File: src/rtl/seven_seg_scan_if.sv
// Signal bundle between the IO register block (master) and the
// seven-segment scan driver (slave).
interface seven_seg_scan_if #(
  parameter int N_DIGITS = 8
);
  logic [4*N_DIGITS-1:0] value;
  logic [N_DIGITS-1:0]   dp;
  logic                  load;
  logic                  blank_lz;
  logic                  en;
  logic [7:0]            SEG;
  logic [N_DIGITS-1:0]   AN;
  logic                  frame_done;

  modport master (
    output value, dp, load, blank_lz, en,
    input  SEG, AN, frame_done
  );

  modport slave (
    input  value, dp, load, blank_lz, en,
    output SEG, AN, frame_done
  );
endinterface

File: src/rtl/seven_seg_scan.sv
// Time-multiplexed common-anode seven-segment driver with leading-zero
// blanking and frame-boundary (tear-free) commit of new display data.
module seven_seg_scan #(
  parameter int N_DIGITS = 8,
  parameter int DIV      = 100000,
  parameter bit HEX_EN   = 1'b1
) (
  input logic              clk,
  input logic              rst,
  seven_seg_scan_if.slave  bus
);
  localparam int PW = (DIV > 1) ? $clog2(DIV) : 1;
  localparam int IW = (N_DIGITS > 1) ? $clog2(N_DIGITS) : 1;
  localparam logic [PW-1:0] PRESC_MAX = PW'(DIV - 1);
  localparam logic [IW-1:0] IDX_MAX   = IW'(N_DIGITS - 1);

  logic [PW-1:0]         r_presc;
  logic [IW-1:0]         r_idx;
  logic [4*N_DIGITS-1:0] r_pend_val;
  logic [N_DIGITS-1:0]   r_pend_dp;
  logic                  r_pend_flag;
  logic [4*N_DIGITS-1:0] r_disp_val;
  logic [N_DIGITS-1:0]   r_disp_dp;
  logic [7:0]            r_seg;
  logic [N_DIGITS-1:0]   r_an;
  logic                  r_frame_done;

  logic                  w_tick;
  logic                  w_wrap;
  logic [3:0]            w_code;
  logic                  w_dp;
  logic                  w_suppress;

  function automatic logic [6:0] f_glyph(input logic [3:0] code);
    logic [6:0] g;
    case (code)
      4'h0:    g = 7'b0000001;
      4'h1:    g = 7'b1001111;
      4'h2:    g = 7'b0010010;
      4'h3:    g = 7'b0000110;
      4'h4:    g = 7'b1001100;
      4'h5:    g = 7'b0100100;
      4'h6:    g = 7'b0100000;
      4'h7:    g = 7'b0001101;
      4'h8:    g = 7'b0000000;
      4'h9:    g = 7'b0000100;
      4'hA:    g = 7'b0001000;
      4'hB:    g = 7'b1100000;
      4'hC:    g = 7'b0110001;
      4'hD:    g = 7'b1000010;
      4'hE:    g = 7'b0110000;
      default: g = 7'b0111000;
    endcase
    if (!HEX_EN && (code > 4'd9)) g = 7'b1111111;
    return g;
  endfunction

  assign w_tick = (r_presc == PRESC_MAX);
  assign w_wrap = w_tick && (r_idx == IDX_MAX);

  always_comb begin
    logic l_zero_above;
    // NOTE: every output of this block gets a default first, so no latch is inferred.
    w_code       = 4'd0;
    w_dp         = 1'b0;
    w_suppress   = 1'b0;
    l_zero_above = 1'b1;
    for (int i = 0; i < N_DIGITS; i++) begin
      if (r_idx == IW'(i)) begin
        w_code = r_disp_val[4*i +: 4];
        w_dp   = r_disp_dp[i];
      end
    end
    // Walk from the most significant digit down; digit 0 is never blanked.
    for (int i = N_DIGITS - 1; i >= 1; i--) begin
      l_zero_above = l_zero_above && (r_disp_val[4*i +: 4] == 4'd0);
      if (r_idx == IW'(i)) w_suppress = bus.blank_lz && l_zero_above;
    end
  end

  // NOTE: state uses non-blocking assignments so every register sees pre-edge values.
  always_ff @(posedge clk) begin
    if (rst) begin
      r_presc      <= '0;
      r_idx        <= '0;
      r_pend_val   <= '0;
      r_pend_dp    <= '0;
      r_pend_flag  <= 1'b0;
      r_disp_val   <= '0;
      r_disp_dp    <= '0;
      r_seg        <= 8'hFF;
      r_an         <= '1;
      r_frame_done <= 1'b0;
    end else begin
      r_presc      <= w_tick ? '0 : r_presc + 1'b1;
      r_frame_done <= w_wrap;
      if (w_tick) r_idx <= w_wrap ? '0 : r_idx + 1'b1;

      if (bus.load) begin
        r_pend_val <= bus.value;
        r_pend_dp  <= bus.dp;
      end

      // Display data only changes as the scan returns to digit 0.
      if (w_wrap) begin
        r_pend_flag <= 1'b0;
        if (bus.load) begin
          r_disp_val <= bus.value;
          r_disp_dp  <= bus.dp;
        end else if (r_pend_flag) begin
          r_disp_val <= r_pend_val;
          r_disp_dp  <= r_pend_dp;
        end
      end else if (bus.load) begin
        r_pend_flag <= 1'b1;
      end

      if (bus.en) begin
        r_seg <= {(w_suppress ? 7'b1111111 : f_glyph(w_code)), ~w_dp};
        r_an  <= ~(N_DIGITS'(1) << r_idx);
      end else begin
        r_seg <= 8'hFF;
        r_an  <= '1;
      end
    end
  end

  assign bus.SEG        = r_seg;
  assign bus.AN         = r_an;
  assign bus.frame_done = r_frame_done;
endmodule

File: src/flat_wrapper.sv
// flat-port wrapper written by rule: the top's interface ports become plain ports
module seven_seg_scan_flat 
#(
  parameter int N_DIGITS = 8,
  parameter int DIV      = 100000,
  parameter bit HEX_EN   = 1'b1
)
  (clk, rst, bus_value, bus_dp, bus_load, bus_blank_lz, bus_en, bus_SEG, bus_AN, bus_frame_done);
  seven_seg_scan_if #(.N_DIGITS(N_DIGITS)) bus_i ();
  input logic clk;
  input logic rst;
  input wire logic [$bits(bus_i.value)-1:0] bus_value;
  input wire logic [$bits(bus_i.dp)-1:0] bus_dp;
  input wire logic [$bits(bus_i.load)-1:0] bus_load;
  input wire logic [$bits(bus_i.blank_lz)-1:0] bus_blank_lz;
  input wire logic [$bits(bus_i.en)-1:0] bus_en;
  output wire logic [$bits(bus_i.SEG)-1:0] bus_SEG;
  output wire logic [$bits(bus_i.AN)-1:0] bus_AN;
  output wire logic [$bits(bus_i.frame_done)-1:0] bus_frame_done;
  assign bus_i.value = bus_value;
  assign bus_i.dp = bus_dp;
  assign bus_i.load = bus_load;
  assign bus_i.blank_lz = bus_blank_lz;
  assign bus_i.en = bus_en;
  assign bus_SEG = bus_i.SEG;
  assign bus_AN = bus_i.AN;
  assign bus_frame_done = bus_i.frame_done;
  seven_seg_scan #(.N_DIGITS(N_DIGITS), .DIV(DIV), .HEX_EN(HEX_EN)) u_core (.clk(clk), .rst(rst), .bus(bus_i));
endmodule
File: config.mk
export PLATFORM = sky130hd
export DESIGN_NAME = seven_seg_scan_flat
export DESIGN_NICKNAME = d
export VERILOG_FILES = /design/src/rtl/seven_seg_scan_if.sv /design/src/rtl/seven_seg_scan.sv /design/src/flat_wrapper.sv
export SDC_FILE = /design/constraint.sdc
export NUM_CORES = 1
export LEC_CHECK = 0
export ABC_CLOCK_PERIOD_IN_PS = 2600
export CAP_MARGIN = 20
export CORE_UTILIZATION = 50
export CTS_BUF_LIST = sky130_fd_sc_hd__clkbuf_16
export CTS_CLUSTER_SIZE = 25
export DETAILED_ROUTE_END_ITERATION = 12
export PLACE_DENSITY = 0.79
export SETUP_SLACK_MARGIN = 0.2
export SYNTH_ARGS = -nofsm -noshare
export SYNTH_HDL_FRONTEND = slang
export SYNTH_SLANG_ARGS = --single-unit
File: constraint.sdc
create_clock -name clk -period 2.6 [get_ports clk]
set_input_delay 0.52 -clock clk [delete_from_list [all_inputs] [get_ports clk]]
set_output_delay 0.52 -clock clk [all_outputs]
set_load 0.01 [all_outputs]
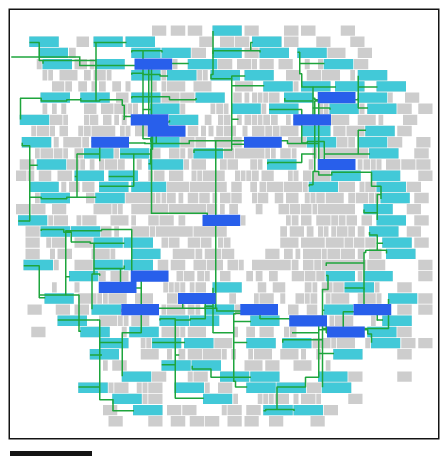
clock_map.png
Bar = 20 µm.
- green: clock wires (length 1,410 µm)
- blue: cells driving clock nets (count 17)
- cyan: flip-flops (count 118)
- flops lie: widely spread
- routed clock nets: 18
proportion of power drawn by the clock network: 50.6%
clock network power consumption: 2150 µW
insertion delay at the late pin of the worst-skew pair: 0.40 ns
Fin Clk Skew: 0.00780 ns

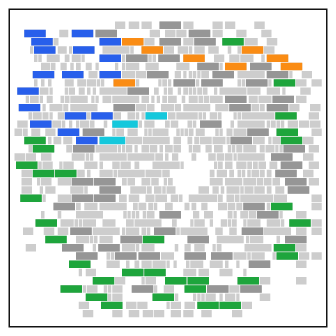
registers.png
Other sequential cells in the stronger gray, the rest of the logic in the fainter gray.
- blue: u_core.r_presc (placed flops 17; where upper left)
- green: u_core.r_pend_val (placed flops 32)
- orange: u_core.r_pend_dp (placed flops 8)
- cyan: u_core.r_idx (placed flops 3)

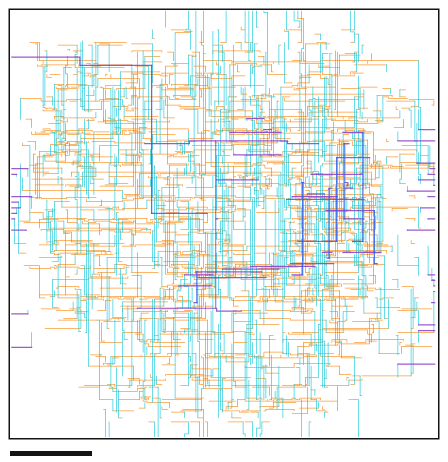
metal_stack.png
Bar = 20 µm.
- orange: met1 (wire length 5,170 µm)
- cyan: met2 (wire length 5,720 µm)
- blue: met4 (wire length 202 µm)
- purple: met3 (wire length 448 µm)
via count: 4,159
drt wl/cell: 15.1 µm
post-detailed-routing wire length: 11,500 µm
total global routing track utilization: 22.1%

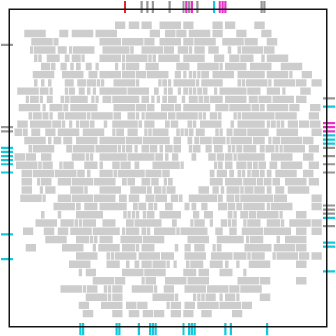
pins.png
Pins as bars across the die edge, other pins in gray.
- magenta: bus_AN (pins 8; direction output; edge 5 top, 3 right)
- red: bus_frame_done (pins 1; direction output; edge top)
- cyan: bus_value (pins 32; direction input; edge 15 bottom, 8 left, 8 right, 1 top)
- all pins by edge: 20 right, 16 top, 15 bottom, 11 left
Port Buffer Count: 61
Vert. Die Dim: 104 µm
Chip Width: 104 µm

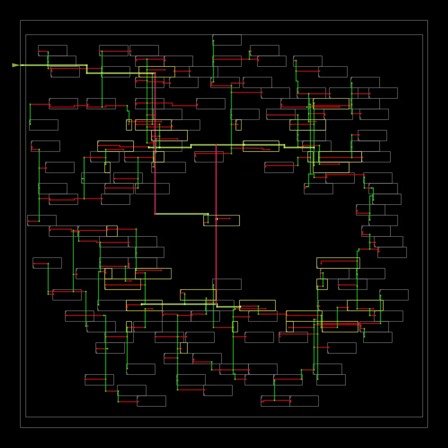
final_clocks.png
CTS buffer count: 17
clkbuf count: 17
clock net sink count: 118
sequential cell count of the final layout: 118

==> run summary <==
Implementation run completed; key figures follow.

Global route:
- The run gives the initial antenna violation count as 0.
- In the global route stage, met2 resource usage came out at 37.9%.
- Global route summary, busiest routing layer listed as met2.
- Global routing used 5.26% of the available met3 tracks.
- The run gives the largest net degree at the start of global routing as 57.

Logic synthesis:
- Counting instances in the post-synthesis netlist gives the leading cell types as dfxtp_1, nor2_1, mux2i_1.
- The run puts the number of warnings printed during yosys synthesis at 0.
- The run gives the most repeated cell in the gate-level netlist after synthesis as dfxtp_1.
- The run puts the area figure in the yosys stat output at 0.00523 mm².
- The run gives the async set or reset register ratio after synthesis as 0%.
- Yosys attributes the largest share of cell area to dfxtp_1, a211oi_2, mux2i_1.
- The run gives the post-synthesis sequential area ratio as 45.1%.
- The run gives the XOR/XNOR share of the synthesized area as 2.51%.
- The run puts the per-instance average area after synthesis at 9.43 µm².
- The run gives the AND-OR/OR-AND share of the synthesized area as 18.1%.
- The synthesized design contains 0 enable-type register cells.
- The net count after synthesis is 612.
- The share of synthesized area in the top cell type comes to 45.1%.
- The run puts the number of instances in the synthesized netlist at 555.

Layout:
- Leaving out buffers and inverters, the combinational logic in the layout accounts for 0.00271 mm².
- The run gives the register cell area after layout as 0.00237 mm².
- The run puts the number of non-clock inverters at 20.
- In the final layout, the share of cells above drive strength 1 is 18.7%.
- The run puts the layout multi-input combinational cell count at 379.
- The run puts the synthesis-to-layout area growth at 27.6%.
- The run puts the count of placed standard cells in the final layout, fillers left out at 765.
- The run gives the cell kind with the greatest summed area as multi-input combinational cells.

Pwr:
- The run gives the reported net switching power as 910 µW.
- The script computed a power per unit cell area of 638 mW/mm².
- The run gives the internal power summed over all cells as 3350 µW.
- The run gives the net switching share of the total power as 21.4%.

Setup path:
- The cell sequence reported for the critical path is ha_2 -> ha_4 -> or2_4 -> a221o_1 -> a221oi_4 -> o211ai_1 -> a21oi_2 -> o31ai_1.
- The run puts the number of buffer and inverter stages on the critical path at 0.
- The run puts the maximum cell stage delay along the critical path at 0.40 ns.
- The worst setup path is of the flip-flop to flip-flop kind.
- The run puts the top fanout value on the critical path at 6.
- The worst setup path is launched from a flip-flop.
- The kind of cell with the highest combined delay along the critical path is AND-OR/OR-AND gates.
- The run gives the data required time at the worst endpoint as 2.88 ns.
- For this design, the slowest cell found on the critical path is a221oi_4.

Placement:
- The run puts the worst setup slack after placement at -0.00585 ns.
- The run gives the number of instances in the placed design as 728.

CTS:
- The number of hold buffers added after CTS was 0.
- The run puts the clock transition at the register clock pins on the worst setup and hold paths after CTS at 0.06 ns.

Status:
- The run finished with clean final reports.

Die:
- The run gives the total number of placement rows as 36.
- According to the floorplan report, the placeable core area is 0.00995 mm².
- The run gives the share of the core filled by cells before placement as 52.6%.
- 62 I/O pins were placed.
- The run gives the die footprint as 0.0109 mm².

Min path:
- The run puts the number of cells traversed by the worst hold path at 1.

Drt:
- The run gives the number of iterations in the first detailed-routing pass as 4.
- The run gives the total routed wire length on the met1 layer as 5170 µm.

Timing:
- The run gives the aggregate negative setup slack as 0 ns.
- The run puts the portion of the clock cycle consumed by the worst path in the final layout at 94.2%.
- From the final report, the count of setup violators was given as 0.
- The run gives the number of endpoints with negative hold slack in the final report as 0.
- Static timing analysis puts the maximum clock frequency at 0.408 GHz.
- The run puts the actual transition at the worst max-transition pin at 0.494 ns.

Flow run:
- The run puts the max capacitance violation total at 0.
==> cells in the final DEF (no fill, tap or decap), types with 3 or more instances in the layout <==
master and n:
nor2_1 117, dfxtp_1 116, clkdlybuf4s50_1 59, mux2i_1 44
a211oi_2 41, nand2_1 30, a21oi_1 21, buf_4 21
inv_1 17, clkbuf_16 17, nand3_1 11, nand3b_1 8
xor2_1 8, o21ai_0 7, xnor2_1 7, nor3_1 6
and3_1 5, ha_1 5, ha_4 5, clkinv_2 4
a221o_1 4, inv_2 4, nor4_1 4, o211ai_1 4
clkinv_1 4, a221oi_1 3, nor2b_1 3, or4_1 3
o221ai_1 3, clkinvlp_4 3
==> registers in the layout, indices dropped and copies added, names as in the netlist <==
name	cells
u_core.r_pend_flag	1
u_core.bus.AN	8
u_core.bus.frame_done	1
u_core.r_pend_val	32
u_core.r_presc	17
u_core.r_disp_val	32
u_core.r_idx	3
u_core.r_disp_dp	8
u_core.r_pend_dp	8
u_core.bus.SEG	8
==> final timing paths <==
check | start | endpoint | slack [ns]
worst min-delay path | u_core.r_presc[0]$_SDFF_PP0_ | u_core.r_presc[0]$_SDFF_PP0_ | 0.47
worst min register to register | u_core.r_presc[0]$_SDFF_PP0_ | u_core.r_presc[0]$_SDFF_PP0_ | 0.47
worst max-delay path | u_core.r_idx[0]$_SDFFE_PP0P_ | u_core.bus.SEG[7]$_SDFF_PP1_ | 0.15
worst max register to register | u_core.r_idx[0]$_SDFFE_PP0P_ | u_core.bus.SEG[7]$_SDFF_PP1_ | 0.15
==> stage by stage <==
stage	area, µm²	hold slack (ns)
floorplan	5240	0.430
global route	6680	0.520
global placement	5950	0.446
CTS	6580	0.478
detailed placement	5950	0.467
finish	6680	0.473
==> repair_timing <==
item	in CTS	in global routing
resized	13	17
endpoints found under the setup margin	7	27
setup buffers	2	4
pin swaps	2	6
Power figures rest on the tool's default switching activity, not on a simulated workload.
